run_1/final_placement.png
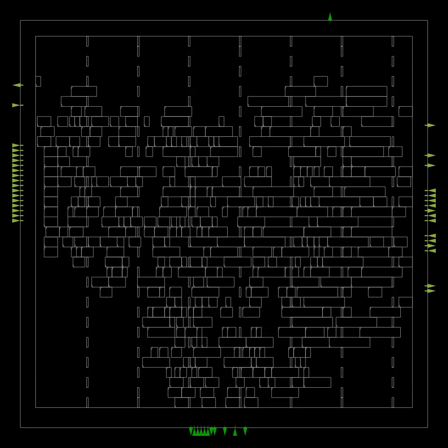
run_1/registers.png
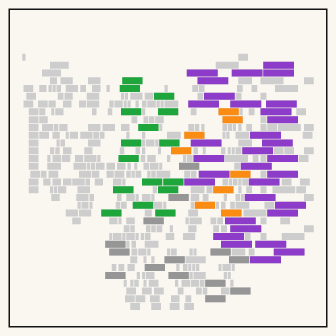
run_1/met2.png
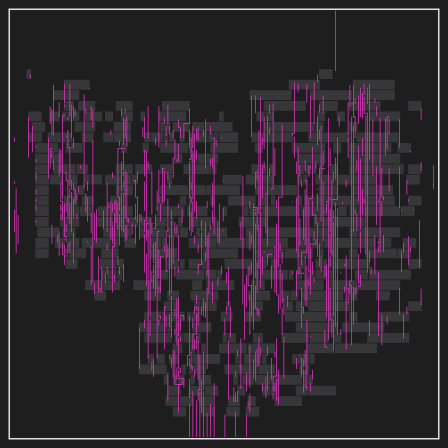
==> src/rtl/adc_acq_scheduler_if.sv <==
`default_nettype none
// ============================================================================
//  Module   : adc_acq_scheduler_if
//  Purpose  : Conversion handshake (start/done/data) and sample stream
//             (data/valid/ready) of the ADC acquisition scheduler.
//             Signal names are seen from the scheduler side.
//  Revision : 1.0  initial release
// ============================================================================
interface adc_acq_scheduler_if;
  logic       o_conv_start;
  logic       i_conv_done;
  logic [7:0] i_conv_data;
  logic [7:0] o_sample_data;
  logic       o_sample_valid;
  logic       i_sample_ready;

  // Scheduler side
  modport master (
    output o_conv_start, o_sample_data, o_sample_valid,
    input  i_conv_done, i_conv_data, i_sample_ready
  );

  // ADC controller / sample consumer side
  modport slave (
    input  o_conv_start, o_sample_data, o_sample_valid,
    output i_conv_done, i_conv_data, i_sample_ready
  );
endinterface
`default_nettype wire

==> src/rtl/adc_acq_scheduler.sv <==
`default_nettype none
// ============================================================================
//  Module   : adc_acq_scheduler
//  Purpose  : Decides when ADC0804 conversions start (periodic timer or
//             software one-shot), waits for completion and buffers results
//             in a small FIFO with a valid/ready output.
//  Options  : define ADC_SCHED_TIMEOUT_EN to add the CONVERT watchdog;
//             without it CONVERT waits indefinitely and o_timeout is 0.
//  Revision : 1.0  initial release
// ============================================================================
module adc_acq_scheduler #(
  parameter int FIFO_DEPTH  = 4,
  parameter int PERIOD_W    = 16,
  parameter int TIMEOUT_CYC = 20000
) (
  input  logic                i_clk_100MHz,
  input  logic                i_reset,
  input  logic                i_enable,
  input  logic                i_continuous,
  input  logic [PERIOD_W-1:0] i_period,
  input  logic                i_single,
  input  logic                i_clear_flags,
  output logic                o_busy,
  output logic                o_overflow,
  output logic                o_overrun,
  output logic                o_timeout,
  adc_acq_scheduler_if.master acq_bus
);

  localparam int C_AW = $clog2(FIFO_DEPTH);

  typedef enum logic [2:0] {
    S_IDLE      = 3'd0,
    S_WAIT_TICK = 3'd1,
    S_START     = 3'd2,
    S_CONVERT   = 3'd3,
    S_STORE     = 3'd4
  } state_t;

  state_t              r_state;
  state_t              w_state_nxt;
  logic [PERIOD_W-1:0] w_period;
  logic [PERIOD_W-1:0] w_period_last;
  logic [PERIOD_W-1:0] r_timer;
  logic                w_mode_on;
  logic                w_tick;
  logic                w_in_flight;
  logic                w_latch;
  logic                w_push;
  logic                w_push_ok;
  logic                w_pop;
  logic                w_full;
  logic                w_wd_expire;
  logic [7:0]          r_hold;
  logic [7:0]          r_mem [FIFO_DEPTH];
  logic [C_AW-1:0]     r_wr_ptr;
  logic [C_AW-1:0]     r_rd_ptr;
  logic [C_AW:0]       r_count;
  logic                r_overflow;
  logic                r_overrun;

  // Periods below 2 cannot produce a distinct tick cycle, so clamp them.
  assign w_period      = (i_period < PERIOD_W'(2)) ? PERIOD_W'(2) : i_period;
  assign w_period_last = w_period - PERIOD_W'(1);
  assign w_mode_on     = i_enable & i_continuous;
  // >= keeps the timer from running away if the period is shortened mid-count.
  assign w_tick        = w_mode_on && (r_timer >= w_period_last);
  assign w_in_flight   = (r_state == S_START) || (r_state == S_CONVERT) ||
                         (r_state == S_STORE);

  // Free-running sample timer, held at zero while periodic mode is off.
  always_ff @(posedge i_clk_100MHz) begin
    if (i_reset || !w_mode_on || w_tick) r_timer <= '0;
    else                                 r_timer <= r_timer + PERIOD_W'(1);
  end

  // FSM state register.
  always_ff @(posedge i_clk_100MHz) begin
    if (i_reset) r_state <= S_IDLE;
    else         r_state <= w_state_nxt;
  end

  // FSM next-state and per-state strobes.
  always_comb begin
    w_state_nxt = r_state;
    w_latch     = 1'b0;
    w_push      = 1'b0;
    case (r_state)
      S_IDLE: begin
        if (i_enable && i_continuous)  w_state_nxt = S_WAIT_TICK;
        else if (i_enable && i_single) w_state_nxt = S_START;
      end
      S_WAIT_TICK: begin
        if (!w_mode_on)  w_state_nxt = S_IDLE;
        else if (w_tick) w_state_nxt = S_START;
      end
      S_START: w_state_nxt = S_CONVERT;
      S_CONVERT: begin
        // A done pulse in the watchdog's final cycle still counts.
        if (acq_bus.i_conv_done) begin
          w_latch     = 1'b1;
          w_state_nxt = S_STORE;
        end else if (w_wd_expire) begin
          w_state_nxt = S_IDLE;
        end
      end
      S_STORE: begin
        w_push      = 1'b1;
        w_state_nxt = w_mode_on ? S_WAIT_TICK : S_IDLE;
      end
      default: w_state_nxt = S_IDLE;
    endcase
  end

  // Holding register captures the result in the done cycle.
  always_ff @(posedge i_clk_100MHz) begin
    if (i_reset)      r_hold <= '0;
    else if (w_latch) r_hold <= acq_bus.i_conv_data;
  end

  assign w_full    = (r_count == (C_AW+1)'(FIFO_DEPTH));
  assign w_pop     = acq_bus.o_sample_valid && acq_bus.i_sample_ready;
  // A full FIFO only accepts when the head leaves in the same cycle.
  assign w_push_ok = w_push && (!w_full || w_pop);

  // Sample FIFO; storage is cleared so the head reads zero after reset.
  always_ff @(posedge i_clk_100MHz) begin
    if (i_reset) begin
      r_wr_ptr <= '0;
      r_rd_ptr <= '0;
      r_count  <= '0;
      for (int i = 0; i < FIFO_DEPTH; i++) r_mem[i] <= '0;
    end else begin
      if (w_push_ok) begin
        r_mem[r_wr_ptr] <= r_hold;
        r_wr_ptr        <= r_wr_ptr + 1'b1;
      end
      if (w_pop) r_rd_ptr <= r_rd_ptr + 1'b1;
      case ({w_push_ok, w_pop})
        2'b10:   r_count <= r_count + 1'b1;
        2'b01:   r_count <= r_count - 1'b1;
        default: r_count <= r_count;
      endcase
    end
  end

  // Sticky error flags; a new event outranks a simultaneous clear.
  always_ff @(posedge i_clk_100MHz) begin
    if (i_reset) begin
      r_overflow <= 1'b0;
      r_overrun  <= 1'b0;
    end else begin
      r_overflow <= (w_push && w_full && !w_pop) || (r_overflow && !i_clear_flags);
      r_overrun  <= (w_tick && w_in_flight)      || (r_overrun  && !i_clear_flags);
    end
  end

`ifdef ADC_SCHED_TIMEOUT_EN
  localparam int                C_WD_W    = $clog2(TIMEOUT_CYC);
  localparam logic [C_WD_W-1:0] C_WD_LAST = C_WD_W'(TIMEOUT_CYC - 1);

  logic [C_WD_W-1:0] r_wdog;
  logic              r_timeout;

  assign w_wd_expire = (r_state == S_CONVERT) && (r_wdog == C_WD_LAST) &&
                       !acq_bus.i_conv_done;

  // Watchdog counts cycles spent in CONVERT and restarts outside it.
  always_ff @(posedge i_clk_100MHz) begin
    if (i_reset || (r_state != S_CONVERT)) r_wdog <= '0;
    else                                   r_wdog <= r_wdog + 1'b1;
  end

  // Sticky timeout flag.
  always_ff @(posedge i_clk_100MHz) begin
    if (i_reset) r_timeout <= 1'b0;
    else         r_timeout <= w_wd_expire || (r_timeout && !i_clear_flags);
  end

  assign o_timeout = r_timeout;
`else
  assign w_wd_expire = 1'b0;
  assign o_timeout   = 1'b0;
`endif

  assign acq_bus.o_conv_start   = (r_state == S_START);
  assign acq_bus.o_sample_valid = (r_count != '0);
  assign acq_bus.o_sample_data  = r_mem[r_rd_ptr];
  assign o_busy                 = w_in_flight;
  assign o_overflow             = r_overflow;
  assign o_overrun              = r_overrun;

endmodule
`default_nettype wire
==> src/flat_wrapper.sv <==
// flat-port wrapper written by rule: the top's interface ports become plain ports
module adc_acq_scheduler_flat 
#(
  parameter int FIFO_DEPTH  = 4,
  parameter int PERIOD_W    = 16,
  parameter int TIMEOUT_CYC = 20000
)
  (i_clk_100MHz, i_reset, i_enable, i_continuous, i_period, i_single, i_clear_flags, o_busy, o_overflow, o_overrun, o_timeout, acq_bus_o_conv_start, acq_bus_o_sample_data, acq_bus_o_sample_valid, acq_bus_i_conv_done, acq_bus_i_conv_data, acq_bus_i_sample_ready);
  adc_acq_scheduler_if acq_bus_i ();
  input  logic i_clk_100MHz;
  input  logic i_reset;
  input  logic i_enable;
  input  logic i_continuous;
  input  logic [PERIOD_W-1:0] i_period;
  input  logic i_single;
  input  logic i_clear_flags;
  output logic o_busy;
  output logic o_overflow;
  output logic o_overrun;
  output logic o_timeout;
  output wire logic [$bits(acq_bus_i.o_conv_start)-1:0] acq_bus_o_conv_start;
  output wire logic [$bits(acq_bus_i.o_sample_data)-1:0] acq_bus_o_sample_data;
  output wire logic [$bits(acq_bus_i.o_sample_valid)-1:0] acq_bus_o_sample_valid;
  input wire logic [$bits(acq_bus_i.i_conv_done)-1:0] acq_bus_i_conv_done;
  input wire logic [$bits(acq_bus_i.i_conv_data)-1:0] acq_bus_i_conv_data;
  input wire logic [$bits(acq_bus_i.i_sample_ready)-1:0] acq_bus_i_sample_ready;
  assign acq_bus_o_conv_start = acq_bus_i.o_conv_start;
  assign acq_bus_o_sample_data = acq_bus_i.o_sample_data;
  assign acq_bus_o_sample_valid = acq_bus_i.o_sample_valid;
  assign acq_bus_i.i_conv_done = acq_bus_i_conv_done;
  assign acq_bus_i.i_conv_data = acq_bus_i_conv_data;
  assign acq_bus_i.i_sample_ready = acq_bus_i_sample_ready;
  adc_acq_scheduler #(.FIFO_DEPTH(FIFO_DEPTH), .PERIOD_W(PERIOD_W), .TIMEOUT_CYC(TIMEOUT_CYC)) u_core (.i_clk_100MHz(i_clk_100MHz), .i_reset(i_reset), .i_enable(i_enable), .i_continuous(i_continuous), .i_period(i_period), .i_single(i_single), .i_clear_flags(i_clear_flags), .o_busy(o_busy), .o_overflow(o_overflow), .o_overrun(o_overrun), .o_timeout(o_timeout), .acq_bus(acq_bus_i));
endmodule
==> config.mk <==
export PLATFORM = sky130hd
export DESIGN_NAME = adc_acq_scheduler_flat
export DESIGN_NICKNAME = d
export VERILOG_FILES = /design/src/rtl/adc_acq_scheduler_if.sv /design/src/rtl/adc_acq_scheduler.sv /design/src/flat_wrapper.sv
export SDC_FILE = /design/constraint.sdc
export NUM_CORES = 1
export LEC_CHECK = 0
export CAP_MARGIN = 20
export CORE_MARGIN = 4
export CORE_UTILIZATION = 35
export CTS_BUF_LIST = sky130_fd_sc_hd__clkbuf_8 sky130_fd_sc_hd__clkbuf_16
export CTS_CLUSTER_SIZE = 28
export DETAILED_ROUTE_END_ITERATION = 12
export PLACE_DENSITY = 0.67
export SKIP_CTS_REPAIR_TIMING = 1
export SYNTH_ARGS = -nofsm -noshare
export SYNTH_HDL_FRONTEND = slang
export SYNTH_SLANG_ARGS = --single-unit
export TNS_END_PERCENT = 10
==> constraint.sdc <==
create_clock -name i_clk_100MHz -period 14 [get_ports i_clk_100MHz]
set_input_delay 2.1 -clock i_clk_100MHz [delete_from_list [all_inputs] [get_ports i_clk_100MHz]]
set_output_delay 2.1 -clock i_clk_100MHz [all_outputs]
set_load 0.01 [all_outputs]
==> GITHUB_STEP_SUMMARY, run 1 <==
### Metrics collected by this job

| Metric | Value |
|---|---|
| Run status | `completed` |
| Post-placement setup slack | `7.20 ns` |
| Number of DRC markers in iteration 0 | `130` |
| Number of detailed-routing iterations run before antenna repair | `4` |
| Global route total overflow | `0` |
| Largest net degree at the start of global routing | `29` |
| Metal2 WL | `3.63 mm` |
| Count of library flops with an enable pin | `32` |
| Kind of launch point of the worst setup path | `input port` |
| Worst vdd rail ir drop | `0.0000382 V` |
| M1 WL | `3.37 mm` |
| Post-synth seq share | `0.469` |
| Total clock buffers created by CTS | `9` |
| Post-DP HPWL | `5.64 mm` |
| Buffer cell driving the clock tree root | `clkbuf_8` |
| Via count of the first global-routing pass | `2563` |
| Static leakage power | `0.00152 uW` |
| Number of warnings in the stage logs | `26` |
| Cell at the slowest stage of the critical path | `or4b_1` |
| Number of cell instances after yosys synthesis | `352` |
| Post-route DRC violation count | `0` |
| Number of cell rows | `37` |
| Ratio of cells with drive above 1 in the final layout | `0.0948` |
| Number of distinct standard cells referenced by the synthesized netlist | `54` |
| Critical setup path kind | `input port to flop` |
| Number of antenna violations at the first check in global routing | `0` |
| Insertion delay of the later-clocked pin in the worst-skew pair | `0.34 ns` |
| Biggest area consumer among synthesized cells | `edfxtp_1` |
| Drt via density | `4.86` |
| Cell seen most often among critical-path stages | `ha_1` |
| Die extent in x | `110 microns` |
| Drt wl/cell | `14.2 microns` |
| Final TNS setup | `0 ns` |
| Global-route wire length before repair | `12.4 mm` |
| Total number of yosys warnings | `0` |
| Synth async-reset ratio | `0` |
| Worst Max-Slew Pin Slew | `0.946 ns` |
| Most common cell in the netlist | `nor2_1` |
| List of cells traversed by the critical path | `clkdlybuf4s50_1 > or4_4 > or4b_4 > o21ai_0 > ha_1 > nand2b_1 > nor4_1 > xnor2_1 > ha_1 > and3_1 > a221oi_1 > o2bb2ai_1 > or4b_1 > nor2_1` |
| Detail Route met3 WL | `393 microns` |
| Final critical path time including I/O delays and setup | `6.43 ns` |
| Crit path arrival time | `6.70 ns` |
| Remaining number of nets flagged by the antenna check after routing | `0` |
| Clock Pin Slew Worst Setup and Hold Paths | `0.07 ns` |
| Tally of max-capacitance violations | `0` |
| Final-report max-slew violation count | `0` |
-- final_placement.png (at the start) --
fill count: 1003
flip-flops: 70
post-layout utilization of the core: 0.427

-- registers.png (at the start) --
[u_core.r_mem] purple | sequential cells: 32
[u_core.r_timer] green | sequential cells: 16
[u_core.r_hold] orange | sequential cells: 8
not coloured: 14

-- met2.png (at the start) --
wire length on this layer: 3630 microns
longest straight run: 57.1 microns
share of all routed wire: 48%

[run 1: cells in the final DEF (no fill, tap or decap), drive strengths merged, types with 2 or more instances in the layout]
| master | n |
|---|---|
| nor3 | 9 |
| xnor2 | 18 |
| or3 | 6 |
| or4b | 2 |
| clkdlybuf4s50 | 44 |
| or2 | 4 |
| and2 | 33 |
| and4 | 2 |
| mux4 | 8 |
| nand3b | 2 |
| nand2b | 5 |
| and3 | 3 |
| nor3b | 4 |
| inv | 11 |
| nor2 | 46 |
| clkbuf | 10 |
| dfxtp | 38 |
| ha | 19 |
| clkinv | 4 |
| nor4 | 3 |
| edfxtp | 32 |
| or3b | 2 |
| xor2 | 15 |
| nand2 | 27 |
| nor4b | 2 |
| o21ai | 6 |
| or4 | 3 |
| a21oi | 13 |
| nand3 | 12 |
[run 1: critical path: cells and delay by family]
kind                       cells  cell delay (ns)
AOI/OAI and AO/OA              3             0.71
xor gates and xnor gates       1             0.19
adders and majority gates      2             0.51
buffers and inverters          1             0.48
and+or+nand+nor                7             2.72
[run 1: layer usage]
metal  global-route usage  vias up
li1                     -     1324
met1                0.165     1204
met2                0.225       64
met3               0.0268       17
met4               0.0677        0
met5                    0        -
[run 1: path summary, 6_finish.rpt]
path                     startpoint            endpoint  slack [ns]  cells after the start
setup reg to reg  u_core.r_state[2]  u_core.r_mem[1][3]       11.44                      4
setup / recovery        i_period[4]   u_core.r_timer[9]        7.57                     14
hold reg to reg    u_core.o_overrun    u_core.o_overrun        0.46                      2
hold / removal     u_core.o_overrun    u_core.o_overrun        0.46                      2
[run 1: area by class of cell]
cell class / count / area, sq um
clock inverter: 6 / 28.8
inverter: 10 / 37.5
multi-input combinational: 261 / 1860
timing repair buffer: 44 / 440
clock buffer: 10 / 138
fill: 1003 / 5890
sequential: 70 / 1720
tap: 136 / 170
[run 1: cell families (layout without fill, tap and decap cells)]
family	count (synthesis)	count (layout)	synth area share
DFF	70	70	0.469
other	1	1	0.00102
buffers and inverters	21	70	0.0249
adders and majority gates	20	20	0.0703
muxes	8	8	0.0491
and+or+nand+nor	167	167	0.248
AOI/OAI and AO/OA	32	32	0.0583
xor gates and xnor gates	33	33	0.0788
[run 1: where the power goes]
part	total (uW)	switching, uW	leakage, uW	internal, uW
Clock	138	71.1	0.0000883	66.6
Sequential	220	2.72	0.000637	218
Combinational	36.4	17.2	0.000798	19.3
[run 1: sequential cells by signal (all words and copies together) (netlist names), named ones only]
signal,cells
u_core.o_overflow,1
u_core.o_overrun,1
u_core.r_count,3
u_core.r_hold,8
u_core.r_mem,32
u_core.r_rd_ptr,2
u_core.r_state,3
u_core.r_timer,16
u_core.r_wr_ptr,2
[run 1: metrics by stage]
step | std cells | instance area [sq um]
2_1_floorplan | 352 | 3670
3_3_place_gp | 521 | 4230
5_1_grt | 537 | 4390
6_report | 537 | 4390
3_5_place_dp | 521 | 4230
4_1_cts | 537 | 4390
==> run 2, diff against run 1 <==
Clock period 14 ns to 5.95 ns, I/O delays scaled along.
==> run 2 against run 1 <==
Compared with the run above: hold slack better by 0.00052 ns; cell count stayed put; clock skew rose by 0.0049 ns; count of clock-buffer cells in the layout unchanged; routed wire length grew 0.35%; synthesized cell count unchanged; via count increased by 1.2%; power up 150%; first-iteration DRC count decreased by 11%; sequential share of layout area is 0.29 points lower; non-clock buffer count did not move; highest routed layer unchanged.
==> GITHUB_STEP_SUMMARY, run 2 <==
### Metrics collected by this job

| Metric | Value |
|---|---|
| Number of detailed-routing iterations run before antenna repair | `4 (unchanged)` |
| Register name with the most flops | `u_core.r_mem` |
| Flip-flop count of the largest register, all copies and words added | `32 (unchanged)` |
| List of cells traversed by the critical path | `clkdlybuf4s50_1 > or4_4 > or4b_4 > o21ai_0 > ha_1 > nand2b_1 > nor4_1 > xnor2_1 > ha_1 > and3_1 > a221oi_1 > o2bb2ai_1 > or4b_1 > nor2_1` |
| Static leakage power | `0.00154 uW (+0.90%)` |
| Cell at the slowest stage of the critical path | `or4b_1` |
| Count of library flops with an enable pin | `32 (unchanged)` |
| Number of antenna violations at the first check in global routing | `0 (unchanged)` |
| Top delay family on crit path | `simple AND/OR/NAND/NOR gates` |
| Logic area | `1860 sq um (unchanged)` |
| Buf+Inv Stages, Crit Path | `1 (unchanged)` |
| Most common cell after layout, fill and taps aside | `nor2_1` |
| Final critical path time including I/O delays and setup | `5.24 ns` |
| Synth async-reset ratio | `0 (unchanged)` |
| Total number of yosys warnings | `0 (unchanged)` |
| Global-route wire length before repair | `12.6 mm (+1.3%)` |
| Biggest area consumer among synthesized cells | `edfxtp_1` |
| Final TNS setup | `0 ns (unchanged)` |
| Regs by FF count | `u_core.r_mem (32), u_core.r_timer (16), u_core.r_hold (8)` |
| Global route total overflow | `0 (unchanged)` |
| Most common cell in the netlist | `nor2_1` |
| Tally of max-capacitance violations | `0 (unchanged)` |
| Final-report max-slew violation count | `0 (unchanged)` |
| Insertion delay of the later-clocked pin in the worst-skew pair | `0.34 ns (about the same)` |
| Number of cell instances after yosys synthesis | `352 (unchanged)` |
| Largest net degree at the start of global routing | `29 (unchanged)` |
| Switching share of power | `0.227 (-0.00334)` |
| Run status | `completed` |
| Clock Pin Slew Worst Setup and Hold Paths | `0.07 ns (about the same)` |
[run 2: per-stage QoR]
stage	utilization	worst slack (ns)	cell area [sq um]	instances
5_1_grt	0.430	0.306	4420	537
2_1_floorplan	-	1.17	3670	352
3_3_place_gp	0.411	0.485	4230	521
4_1_cts	0.430	0.700	4420	537
3_5_place_dp	0.411	0.353	4230	521
6_report	0.430	0.705	4420	537
[run 2: final timing paths]
| kind | startpoint | end | slack, ns |
|---|---|---|---|
| hold / removal | u_core.o_overrun | u_core.o_overrun | 0.46 |
| setup / recovery | i_period[4] | u_core.r_timer[13] | 0.71 |
| hold reg to reg | u_core.o_overrun | u_core.o_overrun | 0.46 |
| setup reg to reg | u_core.r_state[2] | u_core.r_mem[2][3] | 3.39 |
[run 2: cells by family after synthesis]
group	after synthesis	share of synthesized area
AND-OR/OR-AND	32	0.0583
XOR/XNOR	33	0.0788
adder cells (fa/ha/maj)	20	0.0703
buffers and inverters	21	0.0249
flip-flops	70	0.469
multiplexers	8	0.0491
other	1	0.00102
AND/OR/NAND/NOR	167	0.248
[run 2: power by group through the flow]
stage	clock network, uW	logic, uW	registers (uW)
detailed placement	0	86.1	529
global route	414	94.5	520
floorplan	0	44.9	526
global placement	0	85.4	529
CTS	388	86.8	518
finish	380	86.0	518
[run 2: worst reg2reg max path, stage by stage (launching register included)]
cell     delay [ns]
dfxtp_1        0.44
or3b_2         0.49
or3_1          0.40
nor3b_2        0.55
or2_2          0.37
[run 2: final cells by class]
cell class	instances	area share
clock buffer	10	0.0311
sequential	70	0.389
clock inverter	6	0.0139
inverter	10	0.00848
multi-input combinational	261	0.419
tap	136	0.0385
timing repair buffer	44	0.0995
[run 2: routing by layer]
| metal | vias to the layer above | GRT usage | routed length, microns |
|---|---|---|---|
| met3 | 13 | 0.0268 | 465 |
| met1 | 1235 | 0.169 | 3280 |
| li1 | 1327 | - | - |
| met2 | 66 | 0.227 | 3720 |
| met4 | 0 | 0.0677 | 169 |
| met5 | - | 0 | 0 |
run_2/final_placement.png
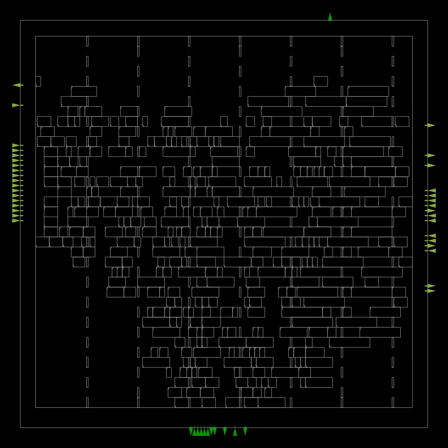
share of the final layout cell area in sequential cells: 0.389
number of cell rows: 37
post-layout utilization of the core: 0.430
fill count: 1006

run_2/density.png
The die is cut into 11 by 11 equal tiles; white is low, dark blue is high, 0 to 100% covered.
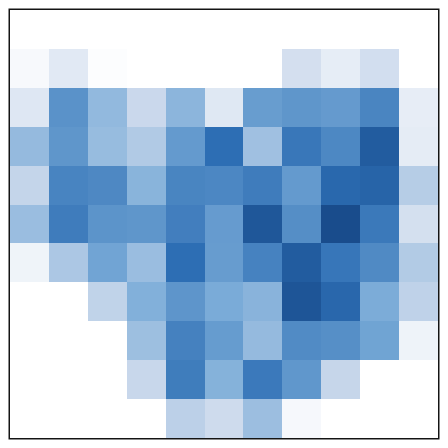
emptiest ninth of the die: lower left
fullest tile: 89%
tiles over 75% full: 7.4%

No activity file was given, so power comes from the tool's default toggle rates.
